### Cell sizes after repair, run 1

Bar = 50 um.
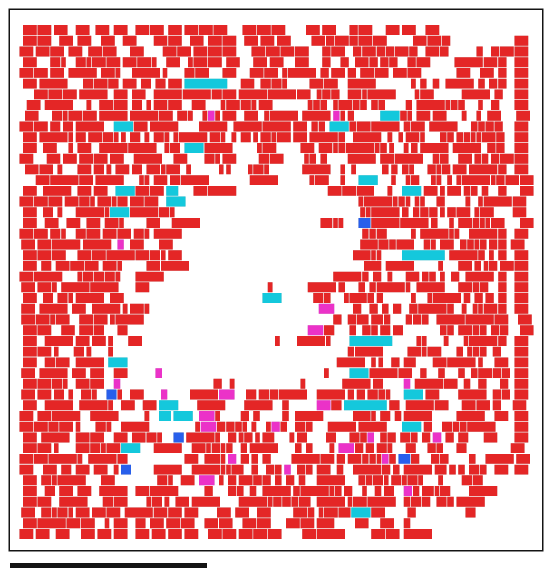
### Cells colored by class, run 1

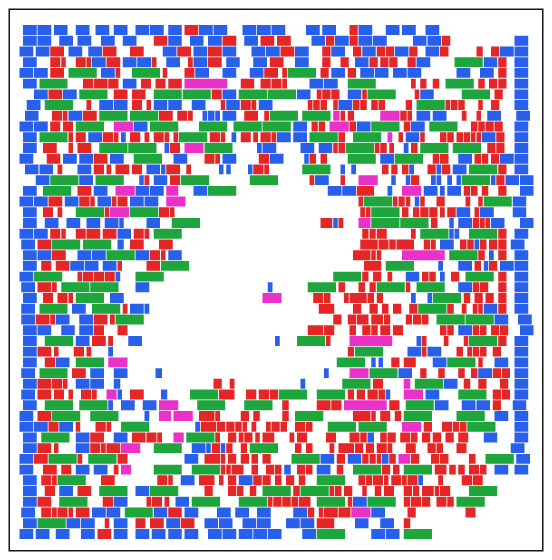
### Clock routing, run 1

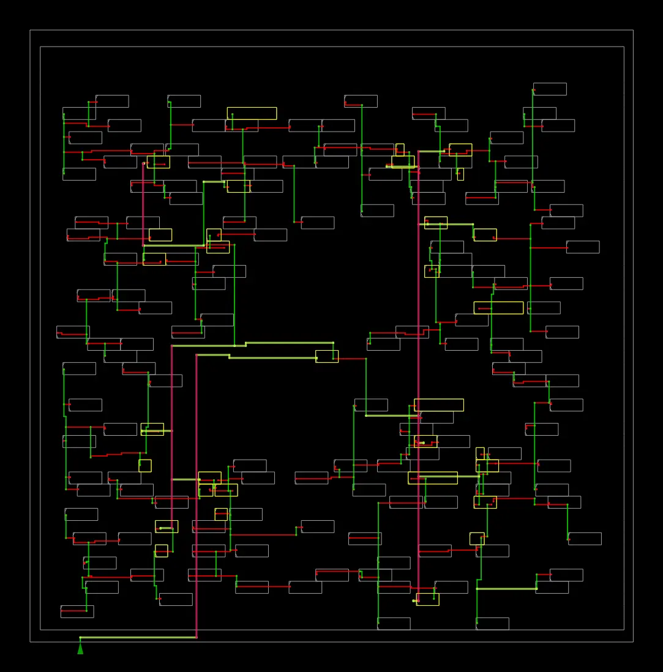
`config.mk`:
```
export PLATFORM = sky130hd
export DESIGN_NAME = cache_port_arbiter_flat
export DESIGN_NICKNAME = d
export VERILOG_FILES = /design/src/rtl/cache_port_arbiter_if.sv /design/src/rtl/cache_port_arbiter.sv /design/src/flat_wrapper.sv
export SDC_FILE = /design/constraint.sdc
export NUM_CORES = 1
export LEC_CHECK = 0
export CAP_MARGIN = 30
export CORE_AREA = 2 2 133 135
export CTS_BUF_LIST = sky130_fd_sc_hd__clkbuf_8
export DETAILED_ROUTE_END_ITERATION = 6
export DIE_AREA = 0 0 135 137
export GPL_TIMING_DRIVEN = 0
export PLACE_DENSITY = 0.82
export RECOVER_POWER = 50
export SYNTH_ARGS = -nofsm -noshare
export SYNTH_HDL_FRONTEND = slang
export SYNTH_SLANG_ARGS = --single-unit
export TNS_END_PERCENT = 20
```
`constraint.sdc`:
```
create_clock -name clk -period 4.9 [get_ports clk]
set_clock_uncertainty 0.2 [all_clocks]
set_input_delay 1.47 -clock clk [delete_from_list [all_inputs] [get_ports clk]]
set_output_delay 1.47 -clock clk [all_outputs]
set_load 0.01 [all_outputs]
```
`src/rtl/cache_port_arbiter_if.sv`:
```
// Bundle of the two requester ports, the cache request/response port and
// the status outputs of cache_port_arbiter.
//
// Handshake semantics:
//   - rN_req is a level. Once raised, rN_rw/addr/wdata stay stable until
//     rN_ack. The requester drops or renews rN_req at the edge that ends the
//     ack cycle.
//   - rN_ack is a one-cycle pulse. rN_rdata/hit/err are meaningful only
//     while rN_ack = 1.
//   - cache_valid_req is a one-cycle strobe. cache_rw/addr/wdata are held
//     from that strobe until the cache answers.
//   - cache_ready is a one-cycle pulse that qualifies cache_hit, cache_miss
//     and cache_rdata. A pulse that arrives while no access is pending is
//     ignored.
interface cache_port_arbiter_if #(
  parameter int AW = 32,
  parameter int DW = 32,
  parameter int CW = 16
);
  logic          r0_req;
  logic          r0_rw;
  logic [AW-1:0] r0_addr;
  logic [DW-1:0] r0_wdata;
  logic          r0_ack;
  logic [DW-1:0] r0_rdata;
  logic          r0_hit;
  logic          r0_err;

  logic          r1_req;
  logic          r1_rw;
  logic [AW-1:0] r1_addr;
  logic [DW-1:0] r1_wdata;
  logic          r1_ack;
  logic [DW-1:0] r1_rdata;
  logic          r1_hit;
  logic          r1_err;

  logic          cache_valid_req;
  logic          cache_rw;
  logic [AW-1:0] cache_addr;
  logic [DW-1:0] cache_wdata;
  logic          cache_ready;
  logic          cache_hit;
  logic          cache_miss;
  logic [DW-1:0] cache_rdata;

  logic [CW-1:0] hit_count;
  logic [CW-1:0] miss_count;
  logic          busy;

  // Arbiter side.
  modport slave (
    input  r0_req, r0_rw, r0_addr, r0_wdata,
    output r0_ack, r0_rdata, r0_hit, r0_err,
    input  r1_req, r1_rw, r1_addr, r1_wdata,
    output r1_ack, r1_rdata, r1_hit, r1_err,
    output cache_valid_req, cache_rw, cache_addr, cache_wdata,
    input  cache_ready, cache_hit, cache_miss, cache_rdata,
    output hit_count, miss_count, busy
  );

  // Requesters and cache side.
  modport master (
    output r0_req, r0_rw, r0_addr, r0_wdata,
    input  r0_ack, r0_rdata, r0_hit, r0_err,
    output r1_req, r1_rw, r1_addr, r1_wdata,
    input  r1_ack, r1_rdata, r1_hit, r1_err,
    input  cache_valid_req, cache_rw, cache_addr, cache_wdata,
    output cache_ready, cache_hit, cache_miss, cache_rdata,
    input  hit_count, miss_count, busy
  );
endinterface

```
`src/rtl/cache_port_arbiter.sv`:
```
// Two-requester round-robin arbiter in front of a direct-mapped cache.
// Only one access is in flight at a time. Each access has a watchdog, so a
// cache that never answers still produces an ack (with err set). Hit and
// miss counts saturate at all-ones.
module cache_port_arbiter #(
  parameter int AW      = 32,
  parameter int DW      = 32,
  parameter int TIMEOUT = 64,
  parameter int CW      = 16
) (
  input  logic                 clk,
  input  logic                 reset,
  cache_port_arbiter_if.slave  bus,
  output logic [1:0]           dbg_state_o
);

  typedef enum logic [1:0] {
    IDLE  = 2'd0,
    ISSUE = 2'd1,
    WAIT  = 2'd2,
    RESP  = 2'd3
  } state_t;

  // wd_q counts up to TIMEOUT-1, which needs clog2(TIMEOUT) bits.
  localparam int             WDW     = (TIMEOUT > 2) ? $clog2(TIMEOUT) : 1;
  localparam logic [WDW-1:0] WD_LAST = WDW'(TIMEOUT - 1);

  state_t        state_q, state_d;
  logic          win_q;      // 0 = r0 granted, 1 = r1 granted
  logic          rr_q;       // 1 = r1 has priority on a tie
  logic          rw_q;
  logic [AW-1:0] addr_q;
  logic [DW-1:0] wdata_q;
  logic [DW-1:0] rdata_q;
  logic          hit_q;
  logic          err_q;
  logic [WDW-1:0] wd_q;
  logic [CW-1:0] hit_cnt_q;
  logic [CW-1:0] miss_cnt_q;

  logic grant1;
  logic wd_expired;

  // r1 wins when it is the only requester, or on a tie when r0 was served last.
  assign grant1     = bus.r1_req & (~bus.r0_req | rr_q);
  assign wd_expired = (wd_q == WD_LAST);

  // State register.
  always_ff @(posedge clk) begin
    if (reset) state_q <= IDLE;
    else       state_q <= state_d;
  end

  // Next-state logic and state-decoded outputs.
  always_comb begin
    state_d             = state_q;
    bus.cache_valid_req = 1'b0;
    bus.r0_ack          = 1'b0;
    bus.r1_ack          = 1'b0;
    bus.busy            = (state_q != IDLE);
    unique case (state_q)
      IDLE:  if (bus.r0_req || bus.r1_req) state_d = ISSUE;
      ISSUE: begin
        bus.cache_valid_req = 1'b1;
        state_d             = WAIT;
      end
      WAIT:  if (bus.cache_ready || wd_expired) state_d = RESP;
      RESP: begin
        bus.r0_ack = ~win_q;
        bus.r1_ack = win_q;
        state_d    = IDLE;
      end
      default: state_d = IDLE;
    endcase
  end

  // Grant capture, request latch, watchdog, response capture and the round-robin pointer.
  always_ff @(posedge clk) begin
    if (reset) begin
      win_q   <= 1'b0;
      rr_q    <= 1'b0;
      rw_q    <= 1'b0;
      addr_q  <= '0;
      wdata_q <= '0;
      rdata_q <= '0;
      hit_q   <= 1'b0;
      err_q   <= 1'b0;
      wd_q    <= '0;
    end else begin
      unique case (state_q)
        IDLE: begin
          if (bus.r0_req || bus.r1_req) begin
            win_q   <= grant1;
            rw_q    <= grant1 ? bus.r1_rw    : bus.r0_rw;
            addr_q  <= grant1 ? bus.r1_addr  : bus.r0_addr;
            wdata_q <= grant1 ? bus.r1_wdata : bus.r0_wdata;
          end
        end
        ISSUE: wd_q <= '0;
        WAIT: begin
          if (bus.cache_ready) begin
            rdata_q <= bus.cache_rdata;
            hit_q   <= bus.cache_hit;
            err_q   <= 1'b0;
          end else if (wd_expired) begin
            rdata_q <= '0;
            hit_q   <= 1'b0;
            err_q   <= 1'b1;
          end else begin
            wd_q <= wd_q + 1'b1;
          end
        end
        RESP: rr_q <= ~win_q;
        default: ;
      endcase
    end
  end

  // Saturating hit/miss counters; only a ready that completes a pending access counts.
  always_ff @(posedge clk) begin
    if (reset) begin
      hit_cnt_q  <= '0;
      miss_cnt_q <= '0;
    end else if (state_q == WAIT && bus.cache_ready) begin
      if (bus.cache_hit) begin
        if (hit_cnt_q != '1) hit_cnt_q <= hit_cnt_q + 1'b1;
      end else if (bus.cache_miss) begin
        if (miss_cnt_q != '1) miss_cnt_q <= miss_cnt_q + 1'b1;
      end
    end
  end

  // Cache request fields are held from the latch for the whole access.
  assign bus.cache_rw    = rw_q;
  assign bus.cache_addr  = addr_q;
  assign bus.cache_wdata = wdata_q;

  // Response fields are shown only on the winner's port during its ack.
  assign bus.r0_rdata = bus.r0_ack ? rdata_q : '0;
  assign bus.r0_hit   = bus.r0_ack & hit_q;
  assign bus.r0_err   = bus.r0_ack & err_q;
  assign bus.r1_rdata = bus.r1_ack ? rdata_q : '0;
  assign bus.r1_hit   = bus.r1_ack & hit_q;
  assign bus.r1_err   = bus.r1_ack & err_q;

  assign bus.hit_count  = hit_cnt_q;
  assign bus.miss_count = miss_cnt_q;
  assign dbg_state_o    = state_q;

endmodule
```
`src/flat_wrapper.sv`:
```
// flat-port wrapper written by rule: the top's interface ports become plain ports
module cache_port_arbiter_flat 
#(
  parameter int AW      = 32,
  parameter int DW      = 32,
  parameter int TIMEOUT = 64,
  parameter int CW      = 16
)
  (clk, reset, dbg_state_o, bus_r0_req, bus_r0_rw, bus_r0_addr, bus_r0_wdata, bus_r0_ack, bus_r0_rdata, bus_r0_hit, bus_r0_err, bus_r1_req, bus_r1_rw, bus_r1_addr, bus_r1_wdata, bus_r1_ack, bus_r1_rdata, bus_r1_hit, bus_r1_err, bus_cache_valid_req, bus_cache_rw, bus_cache_addr, bus_cache_wdata, bus_cache_ready, bus_cache_hit, bus_cache_miss, bus_cache_rdata, bus_hit_count, bus_miss_count, bus_busy);
  cache_port_arbiter_if #(.AW(AW), .DW(DW), .CW(CW)) bus_i ();
  input  logic clk;
  input  logic reset;
  output logic [1:0] dbg_state_o;
  input wire logic [$bits(bus_i.r0_req)-1:0] bus_r0_req;
  input wire logic [$bits(bus_i.r0_rw)-1:0] bus_r0_rw;
  input wire logic [$bits(bus_i.r0_addr)-1:0] bus_r0_addr;
  input wire logic [$bits(bus_i.r0_wdata)-1:0] bus_r0_wdata;
  output wire logic [$bits(bus_i.r0_ack)-1:0] bus_r0_ack;
  output wire logic [$bits(bus_i.r0_rdata)-1:0] bus_r0_rdata;
  output wire logic [$bits(bus_i.r0_hit)-1:0] bus_r0_hit;
  output wire logic [$bits(bus_i.r0_err)-1:0] bus_r0_err;
  input wire logic [$bits(bus_i.r1_req)-1:0] bus_r1_req;
  input wire logic [$bits(bus_i.r1_rw)-1:0] bus_r1_rw;
  input wire logic [$bits(bus_i.r1_addr)-1:0] bus_r1_addr;
  input wire logic [$bits(bus_i.r1_wdata)-1:0] bus_r1_wdata;
  output wire logic [$bits(bus_i.r1_ack)-1:0] bus_r1_ack;
  output wire logic [$bits(bus_i.r1_rdata)-1:0] bus_r1_rdata;
  output wire logic [$bits(bus_i.r1_hit)-1:0] bus_r1_hit;
  output wire logic [$bits(bus_i.r1_err)-1:0] bus_r1_err;
  output wire logic [$bits(bus_i.cache_valid_req)-1:0] bus_cache_valid_req;
  output wire logic [$bits(bus_i.cache_rw)-1:0] bus_cache_rw;
  output wire logic [$bits(bus_i.cache_addr)-1:0] bus_cache_addr;
  output wire logic [$bits(bus_i.cache_wdata)-1:0] bus_cache_wdata;
  input wire logic [$bits(bus_i.cache_ready)-1:0] bus_cache_ready;
  input wire logic [$bits(bus_i.cache_hit)-1:0] bus_cache_hit;
  input wire logic [$bits(bus_i.cache_miss)-1:0] bus_cache_miss;
  input wire logic [$bits(bus_i.cache_rdata)-1:0] bus_cache_rdata;
  output wire logic [$bits(bus_i.hit_count)-1:0] bus_hit_count;
  output wire logic [$bits(bus_i.miss_count)-1:0] bus_miss_count;
  output wire logic [$bits(bus_i.busy)-1:0] bus_busy;
  assign bus_i.r0_req = bus_r0_req;
  assign bus_i.r0_rw = bus_r0_rw;
  assign bus_i.r0_addr = bus_r0_addr;
  assign bus_i.r0_wdata = bus_r0_wdata;
  assign bus_r0_ack = bus_i.r0_ack;
  assign bus_r0_rdata = bus_i.r0_rdata;
  assign bus_r0_hit = bus_i.r0_hit;
  assign bus_r0_err = bus_i.r0_err;
  assign bus_i.r1_req = bus_r1_req;
  assign bus_i.r1_rw = bus_r1_rw;
  assign bus_i.r1_addr = bus_r1_addr;
  assign bus_i.r1_wdata = bus_r1_wdata;
  assign bus_r1_ack = bus_i.r1_ack;
  assign bus_r1_rdata = bus_i.r1_rdata;
  assign bus_r1_hit = bus_i.r1_hit;
  assign bus_r1_err = bus_i.r1_err;
  assign bus_cache_valid_req = bus_i.cache_valid_req;
  assign bus_cache_rw = bus_i.cache_rw;
  assign bus_cache_addr = bus_i.cache_addr;
  assign bus_cache_wdata = bus_i.cache_wdata;
  assign bus_i.cache_ready = bus_cache_ready;
  assign bus_i.cache_hit = bus_cache_hit;
  assign bus_i.cache_miss = bus_cache_miss;
  assign bus_i.cache_rdata = bus_cache_rdata;
  assign bus_hit_count = bus_i.hit_count;
  assign bus_miss_count = bus_i.miss_count;
  assign bus_busy = bus_i.busy;
  cache_port_arbiter #(.AW(AW), .DW(DW), .TIMEOUT(TIMEOUT), .CW(CW)) u_core (.clk(clk), .reset(reset), .bus(bus_i), .dbg_state_o(dbg_state_o));
endmodule
```
==> run_results.csv, run 1 <==
group,metric,value,unit
status,outcome,"completed",
timing,final_hold_viol_count,0,
yosys,ys_chip_area,6710,sq um
route,antenna_left,0,
global_routing,track_usage,26.0,%
yosys,ys_seq_share,42.1,%
yosys,synth_top_cell_by_count,"dfxtp_1",
critical_path,cp.required,3.23,ns
route,wl,24700,um
finish,buf_share,33.7,%
pwr,p_leak,4.53,nW
critical_path,worstPathBufferInverterCount,3,
clock_tree,cts_tree,"done",
finish,drive_above_1_share,4.39,%
critical_path,worstPathMaxFanout,10,
finish,n_all_inverters,14,
floorplan,ioPinCount,340,
finish,lay_top_count,"clkdlybuf4s50_1",
pwr,seqPwrFrac,37.5,%
timing,slew_viol_final,0,
critical_path,critical-path-slowest-cell,"clkdlybuf4s50_1",
yosys,fa_ha_area_share,1.49,%
placed_design,place_hpwl,19100,um
timing,fmaxAchievable,237,MHz
finish,diodes,2,
critical_path,critPathKind,"flop to output pin",
route,dr_wl_met2,12300,um
critical_path,rr_worst_depth,8,
route,drtPass1Iterations,7,
critical_path,startpoint,"u_core.dbg_state_o[0]",
yosys,netlist_instances,789,
route,via_per_inst,5.33,
timing,fin_setup_tns,0,ns
critical_path,rrSetupSlack,2.20,ns
critical_path,cp_cell_sequence,"ha_1 > clkbuf_1 > clkbuf_1 > and3_1 > clkdlybuf4s50_1",
hold_path,hold_path_class,"flop to flop",
global_routing,use_met2,44.7,%
clock_tree,post_cts_buffers,0,
clock_tree,cts_num_sinks,141,
critical_path,cp_num_cells,5,
clock_tree,post_cts_resize_count,0,
finish,logic_gates,570,
yosys,synth.cell_area,6710,sq um
finish,nets,1325,
placed_design,place_congestion,0.908,
critical_path,cp_top_family,"buffers and inverters",
yosys,avgSynthCellArea,8.50,sq um
global_routing,met3_usage,7.37,%
placed_design,io_buffers,339,
Notes on 'Cell sizes after repair' above:
Key: red = drive 1 or less [cells 1110, most used clkdlybuf4s50_1]; magenta = drive 2 [cells 22, most used buf_2]; cyan = drive 6 and up [cells 24, most used clkbuf_8]; blue = drive 3 to 4 [cells 5, most used clkinvlp_4]
post-route cell area: 10800 sq um
Non-clk bufs: 404
area delta synth->final: 61.3%
PnR worst setup slack: 0.678 ns

Notes on 'Cells colored by class' above:
Key: green = flops [cells 141, share of their area 27%]; magenta = clock drivers and dummy loads [cells 32, share of their area 4.2%]; blue = other buffers and delay cells [cells 404, share of their area 35%]; red = all other logic [cells 584, share of their area 34%]
Seq area share: 26.1%
Layout Utilization: 63.4%
Core Footprint: 17100 sq um

Notes on 'Clock routing' above:
Clock group: 1.04 mW
flop count: 141

### Clock network drawn from the DEF, run 1

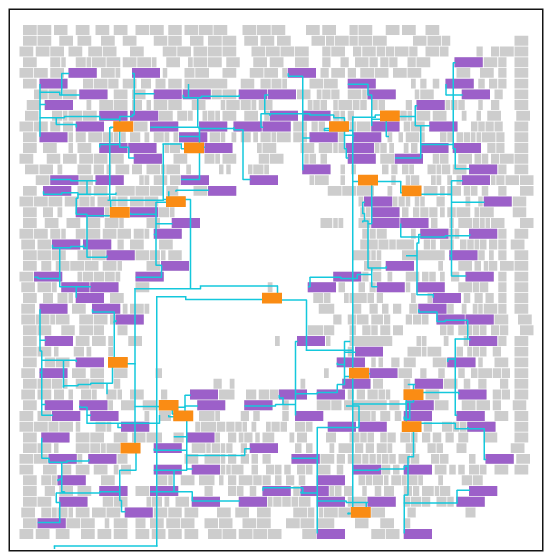

## Run 2: what changed since run 1
Settings changed: CORE_AREA 2 2 133 135 to 3 3 130 132, DIE_AREA 0 0 135 137 to 0 0 133 135, PLACE_DENSITY 0.82 to 0.87.
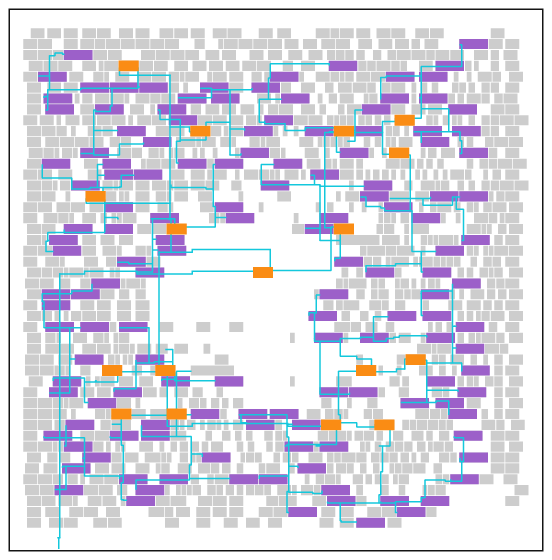
*Clock network drawn from the DEF, run 2*
Key: cyan = clock wires [length 1830 um]; orange = cells driving clock nets [count 17]; purple = flip-flops [count 141]
Position of the flops: spread over the die.
Clk network pwr share: 23.5%
Clock group: 0.917 mW
clk ins delay skew pair: 0.45 ns

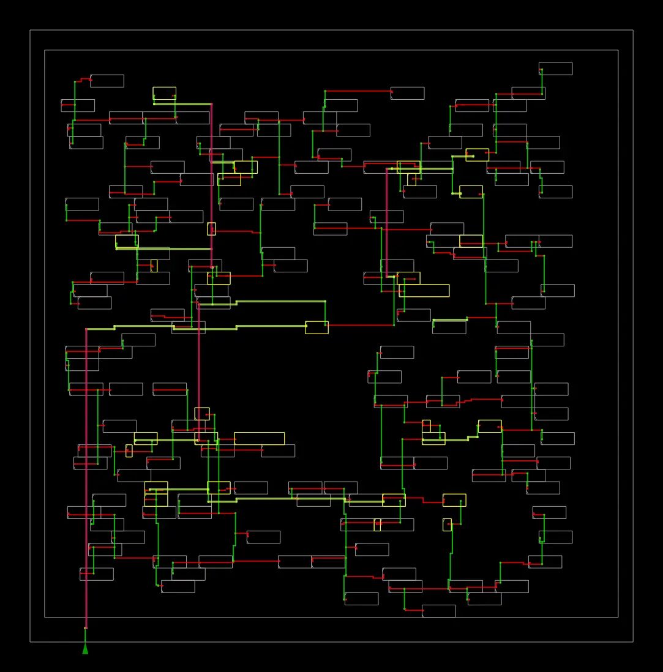
*Clock routing, run 2*
clock sink count: 141
total CTS buffers: 17

==> run 2 against run 1 <==
  * Critical endpoint is now bus_r0_rdata[26]
  * Cell count down 0.86%
  * Maximum frequency shrank 0.98%
  * Sequential cell count is the same
  * Sequential power is essentially flat
  * Via count increased by 0.57%
  * Combinational power hardly changed
  * Critical path type unchanged
  * Non-clock buffer count unchanged
  * Wire length up 2.2%
  * Area after synthesis unchanged
==> run_results.csv, run 2 <==
group,metric,value,unit
critical_path,cp.required,3.23,ns
route,wl,25200,um
finish,lay_top_count,"clkdlybuf4s50_1",
placed_design,io_buffers,339,
critical_path,startpoint,"u_core.dbg_state_o[0]",
yosys,ys_chip_area,6710,sq um
finish,diodes,1,
critical_path,critical-path-slowest-cell,"clkdlybuf4s50_1",
finish,ff_count,141,
route,dr_wl_met2,12300,um
yosys,fa_ha_area_share,1.49,%
critical_path,cp_num_cells,5,
clock_tree,cts_tree,"done",
timing,fmaxAchievable,235,MHz
floorplan,ioPinCount,340,
clock_tree,post_cts_buffers,0,
critical_path,cp_cell_sequence,"ha_1 > clkbuf_1 > clkbuf_1 > and3_1 > clkdlybuf4s50_1",
finish,finalInstanceArea,10700,sq um
finish,buf_share,34.0,%
critical_path,critPathKind,"flop to output pin",
clock_tree,post_cts_resize_count,0,
finish,drive_above_1_share,4.14,%
yosys,synth.cell_area,6710,sq um
finish,seq_share,26.3,%
yosys,synth_top_cell_by_count,"dfxtp_1",
timing,final_hold_viol_count,0,
timing,fin_setup_tns,0,ns
global_routing,gr-total-overflow,0,
critical_path,rr_worst_depth,7,
finish,n_all_inverters,14,
critical_path,worstPathBufferInverterCount,3,
pwr,p_leak,4.52,nW
finish,nets,1325,
floorplan,coreArea,15800,sq um
critical_path,cp_top_family,"buffers and inverters",
timing,slew_viol_final,0,
global_routing,use_met2,45.7,%
status,outcome,"completed",
route,drtPass1Iterations,5,
yosys,netlist_instances,789,
yosys,ys_seq_share,42.1,%
finish,n_all_buffers,404,
route,antenna_left,0,
yosys,logic_family,"simple AND/OR/NAND/NOR gates",
hold_path,hold_path_class,"flop to flop",
route,via_per_inst,5.41,
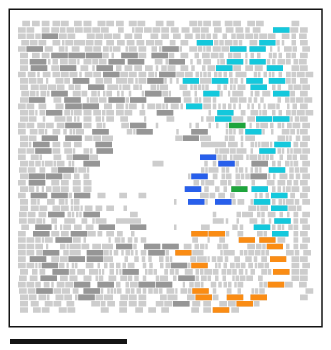
*Register map, names as in the netlist, run 2*
Bar = 50 um.
Key: green = u_core.dbg_state_o [placed flops 2]; orange = u_core.bus.miss_count [placed flops 16, where lower right]; cyan = u_core.rdata_q [placed flops 32]; blue = u_core.wd_q [placed flops 6]
Another 85 sequential cells are not colored.
Seq power: 1.50 mW
Layout Utilization: 67.9%
Seq. cell area: 2820 sq um

No activity file was given, so power comes from the tool's default toggle rates.
